`src/rtl/int_trig_pkg.sv`:
```
// Shared types and helpers for the multi-channel internal trigger.
// Edge-detect hit mode is selected by INTTRIG_EDGE_EN.
package int_trig_pkg;

  localparam int NCH_DEF = 2;
  localparam int DW_DEF  = 14;
  localparam int CW_DEF  = 16;

  typedef enum logic [1:0] {
    IDLE,
    FIRE,
    HOLDOFF
  } state_t;

  function automatic logic [3:0] popcount(input logic [7:0] v);
    logic [3:0] s;
    s = '0;
    for (int i = 0; i < 8; i++) begin
      s = s + {3'b000, v[i]};
    end
    return s;
  endfunction

endpackage

```
`src/rtl/int_trig_disc.sv`:
```
// Per-channel discriminator: threshold compare, mask, optional edge detect.
// INTTRIG_EDGE_EN selects rising-crossing hits instead of level hits.
module int_trig_disc
  import int_trig_pkg::*;
#(
  parameter int DW = DW_DEF
) (
  input  logic          clk,
  input  logic          rst_n,
  input  logic [DW-1:0] samp,
  input  logic [DW-1:0] thres,
  input  logic          mask,
  output logic          hit
);

  logic above;

  assign above = (samp >= thres);

`ifdef INTTRIG_EDGE_EN
  logic above_prev;

  always_ff @(posedge clk or negedge rst_n) begin
    if (!rst_n) begin
      above_prev <= 1'b0;
    end else begin
      above_prev <= above;
    end
  end

  assign hit = above & ~above_prev & mask;
`else
  logic unused_clk_rst;

  assign unused_clk_rst = clk ^ rst_n;
  assign hit = above & mask;
`endif

endmodule

```
`src/rtl/int_trig_mc.sv`:
```
// N-of-M coincidence self-trigger with fixed-length pulse and holdoff.
// Build with INTTRIG_EDGE_EN for edge-detect hits.
module int_trig_mc
  import int_trig_pkg::*;
#(
  parameter int NCH = NCH_DEF,
  parameter int DW  = DW_DEF,
  parameter int CW  = CW_DEF
) (
  input  logic              clk,
  input  logic              rst_n,
  input  logic [NCH*DW-1:0] tdat,
  input  logic              enable,
  input  logic [DW-1:0]     thres,
  input  logic [NCH-1:0]    ch_mask,
  input  logic [3:0]        min_coinc,
  input  logic [CW-1:0]     trg_len,
  input  logic [CW-1:0]     holdoff,
  output logic              otrig,
  output logic [NCH-1:0]    trg_ch,
  output logic [CW-1:0]     trg_cnt,
  output logic              busy
);

  logic [NCH-1:0] hit;
  logic [7:0]     hit8;
  logic [3:0]     nhit;
  logic           fire;
  logic [CW-1:0]  len_eff;
  logic [CW-1:0]  cnt;
  state_t         state;

  for (genvar i = 0; i < NCH; i++) begin : g_disc
    int_trig_disc #(
      .DW(DW)
    ) u_disc (
      .clk  (clk),
      .rst_n(rst_n),
      .samp (tdat[i*DW +: DW]),
      .thres(thres),
      .mask (ch_mask[i]),
      .hit  (hit[i])
    );
  end

  assign hit8    = 8'(hit);
  assign nhit    = popcount(hit8);
  assign fire    = enable & (min_coinc != 4'd0) & (nhit >= min_coinc);
  assign len_eff = (trg_len == '0) ? CW'(1) : trg_len;

  always_ff @(posedge clk or negedge rst_n) begin
    if (!rst_n) begin
      state   <= IDLE;
      cnt     <= '0;
      otrig   <= 1'b0;
      busy    <= 1'b0;
      trg_ch  <= '0;
      trg_cnt <= '0;
    end else if (!enable) begin
      state <= IDLE;
      cnt   <= '0;
      otrig <= 1'b0;
      busy  <= 1'b0;
    end else begin
      unique case (state)
        IDLE: begin
          if (fire) begin
            state  <= FIRE;
            cnt    <= CW'(1);
            otrig  <= 1'b1;
            busy   <= 1'b1;
            trg_ch <= hit;
            if (trg_cnt != '1) begin
              trg_cnt <= trg_cnt + 1'b1;
            end
          end
        end
        FIRE: begin
          if (cnt >= len_eff) begin
            cnt   <= CW'(1);
            otrig <= 1'b0;
            if (holdoff != '0) begin
              state <= HOLDOFF;
            end else begin
              state <= IDLE;
              busy  <= 1'b0;
            end
          end else begin
            cnt <= cnt + 1'b1;
          end
        end
        HOLDOFF: begin
          // Exit takes one IDLE cycle before a new fire can be evaluated
          if (cnt >= holdoff) begin
            state <= IDLE;
            cnt   <= '0;
            busy  <= 1'b0;
          end else begin
            cnt <= cnt + 1'b1;
          end
        end
        default: begin
          state <= IDLE;
          cnt   <= '0;
          otrig <= 1'b0;
          busy  <= 1'b0;
        end
      endcase
    end
  end

endmodule

```
`config.mk`:
```
export PLATFORM = sky130hd
export DESIGN_NAME = int_trig_mc
export DESIGN_NICKNAME = d
export VERILOG_FILES = /design/src/rtl/int_trig_pkg.sv /design/src/rtl/int_trig_disc.sv /design/src/rtl/int_trig_mc.sv
export SDC_FILE = /design/constraint.sdc
export NUM_CORES = 1
export LEC_CHECK = 0
export ABC_AREA = 1
export CAP_MARGIN = 20
export CORE_MARGIN = 1
export CORE_UTILIZATION = 40
export CTS_BUF_LIST = sky130_fd_sc_hd__clkbuf_8
export DETAILED_ROUTE_END_ITERATION = 10
export GPL_TIMING_DRIVEN = 0
export PLACE_DENSITY = 0.68
export SLEW_MARGIN = 20
export SYNTH_ARGS = -nofsm -noshare
export SYNTH_HDL_FRONTEND = slang
export SYNTH_SLANG_ARGS = --single-unit
```
`constraint.sdc`:
```
create_clock -name clk -period 3.45 [get_ports clk]
set_input_delay 0.5175 -clock clk [delete_from_list [all_inputs] [get_ports clk]]
set_output_delay 0.5175 -clock clk [all_outputs]
set_load 0.03 [all_outputs]
```
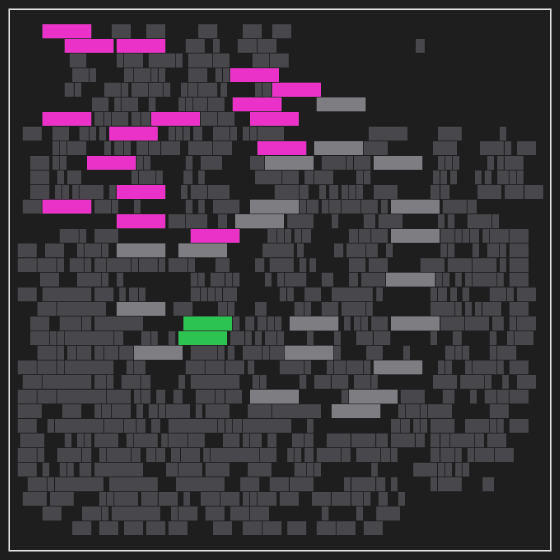
(where the registers sit)
Other sequential cells in the stronger gray, the rest of the logic in the fainter gray.
magenta -> trg_cnt  # placed flops 16
green -> state  # placed flops 2
Final Util: 0.5903
sequential power: 0.000561 W
Seq. cell area: 950.9 um^2

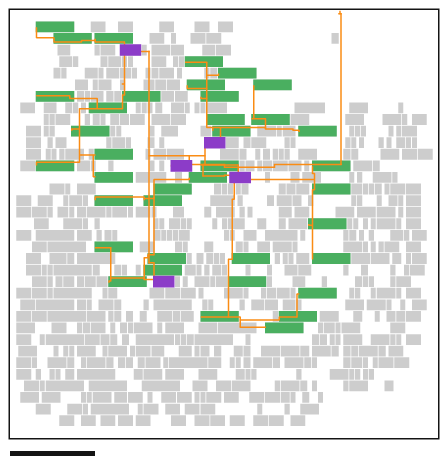
(routed clock nets over the placement)
Bar = 20 um.
orange -> clock wires  # length 550 um
green -> flip-flops  # count 38
purple -> cells driving clock nets  # count 5
routed clock nets = 6

==> out/metrics.yaml <==
cp_common_cell: "nand2_1"
die_area_um2: 10100
crit_fanout: 10
ff_count: 38
cp_cell_sequence: "clkdlybuf4s50_1, inv_1, ha_4, nand2_2, nor2_1, o21ai_1, o211ai_1, nand2_1, nand3_1, nand2_2, inv_1, ha_1, inv_1, ha_1, o21ai_2, nand2_1, o211ai_1, nand2_1, clkbuf_4, nand2_1, o21ai_0, nand2_1"
cts_tree: "built"
final_cell_mix: "nand2_1, clkdlybuf4s50_1, inv_1"
dieWidth_um: 100.5
dp_cells: 746
path_depth: 22
slew-limit-headroom: 0.7148
synth_cell_types: 35
postSynthSeqShare: 0.2449
fin_skew_ps: 9.444
cp_slowest_cell: "clkdlybuf4s50_1"
taps: 129
logic_gates: 375
r2r_slack_ps: 1420
antenna_left: 0
clock_latency_ps: 300
swShare: 0.3745
critPathCapture: "busy$_DFFE_PN0P_"
ys_sh_mux: 0
syn_inst: 514
comb_power_share: 0.432
dr.max_layer_used: "met4"
cts_made_buffers: 5
grtUsageMet3: 0.03953
cp_data_arrival_time_ps: 3480
finalSetupViolCount: 0
xor_share: 0.05640
multiInputGateArea_um2: 2820
p_clk_w: 0.000318
num-clock-buffers: 6
syn2layout_area_growth_pct: 41.83
synth-warning-count: 0
simple_gate_area_frac: 0.2681
synth-edff-count: 0
path_class: "in2reg"
antenna_found_initial: 0
drtIter0Drc: 114
syn-num-nets: 662
clkSinkCount: 38
postCtsHoldBufs: 0
drtPass1Iterations: 4
comb_share: 0.5122
yosysMostFrequentCell: "nand2_1"
ys_sh_aoi: 0.1173
maxPowerGroup: "combinational logic"
nFillCells: 817
p_comb_w: 0.000669
ys_cells: 514
grt_use_total: 0.2009
nonClkBufAreaFrac: 0.2025
top_cells_by_area: "dfrtp_1, ha_1, nand2_1"
p_int_w: 0.0009675
diodes: 0
crit_family: "buffers and inverters"
met2_usage: 0.3562
hp-class: "in2async"
fin_nets: 776
inverters: 97
drv_slew: 0
yosys.area.top_type_share: 0.2449
drv_cap: 0
finalPower_w: 0.001547
wl_per_cell_um: 13.16
dominant-cell-class: "combinational gates"
routabilityCongestion: 0.8832
clkCellAreaFrac: 0.01659
cts_root_buf: "clkbuf_8"
synth_chip_area_um2: 3882
grt_pass1_vias: 3677
status: "finished clean"
coreArea_um2: 9328
final_cells: 758
grt_overflow: 0
io_buffers: 102
grt_pass1_wl_um: 16110
pwr-share-seq: 0.362
ys_top_cells_by_count: "nand2_1, inv_1, ha_1"
critPathBufInv: 5
wl_met3_um: 480
crit_start: "thres[3]"
cp.required_ps: 3620
final_area_um2: 5507
ir_drop_mv: 0.3595
max_stage_delay_ps: 450
mappedNetlistArea_um2: 3882
leakage_nw: 2.587
drc_errors: 0
switchingPower_w: 0.0005793
finalCritPeriodShare: 0.9589
period_needed_ps: 3308
initCoreUtil: 0.4162
clk_path_buf_depth: 2
core.rowCount: 35
grt_busiest_layer: "met2"
ys_sh_adder: 0.2095
die_h_um: 100.5
path_clk_slew_ps: 80
fmax_ghz: 0.3023
==> stage by stage <==
stage,worst slack (ps),hold WS (ps),utilization,setup TNS [ps]
2_1_floorplan,617.4,221.9,-,0
3_3_place_gp,-133.8,462.3,0.5430,-1600
3_5_place_dp,-241.4,422.9,0.5446,-4722
4_1_cts,67.41,94.62,0.5544,0
5_1_grt,-60.26,100.1,0.5903,-125.3
6_report,141.6,90.83,0.5903,0
==> timing repair <==
item | in CTS | in global routing
endpoints found under the setup margin | 0 | 37
resized | 0 | 53
buffers inserted | 0 | 4
==> state kept, by name (all words and copies together), names as in the netlist <==
name and count:
busy 1, cnt 16, otrig 1, state 2
trg_ch 2, trg_cnt 16
No activity file was given, so power comes from the tool's default toggle rates.
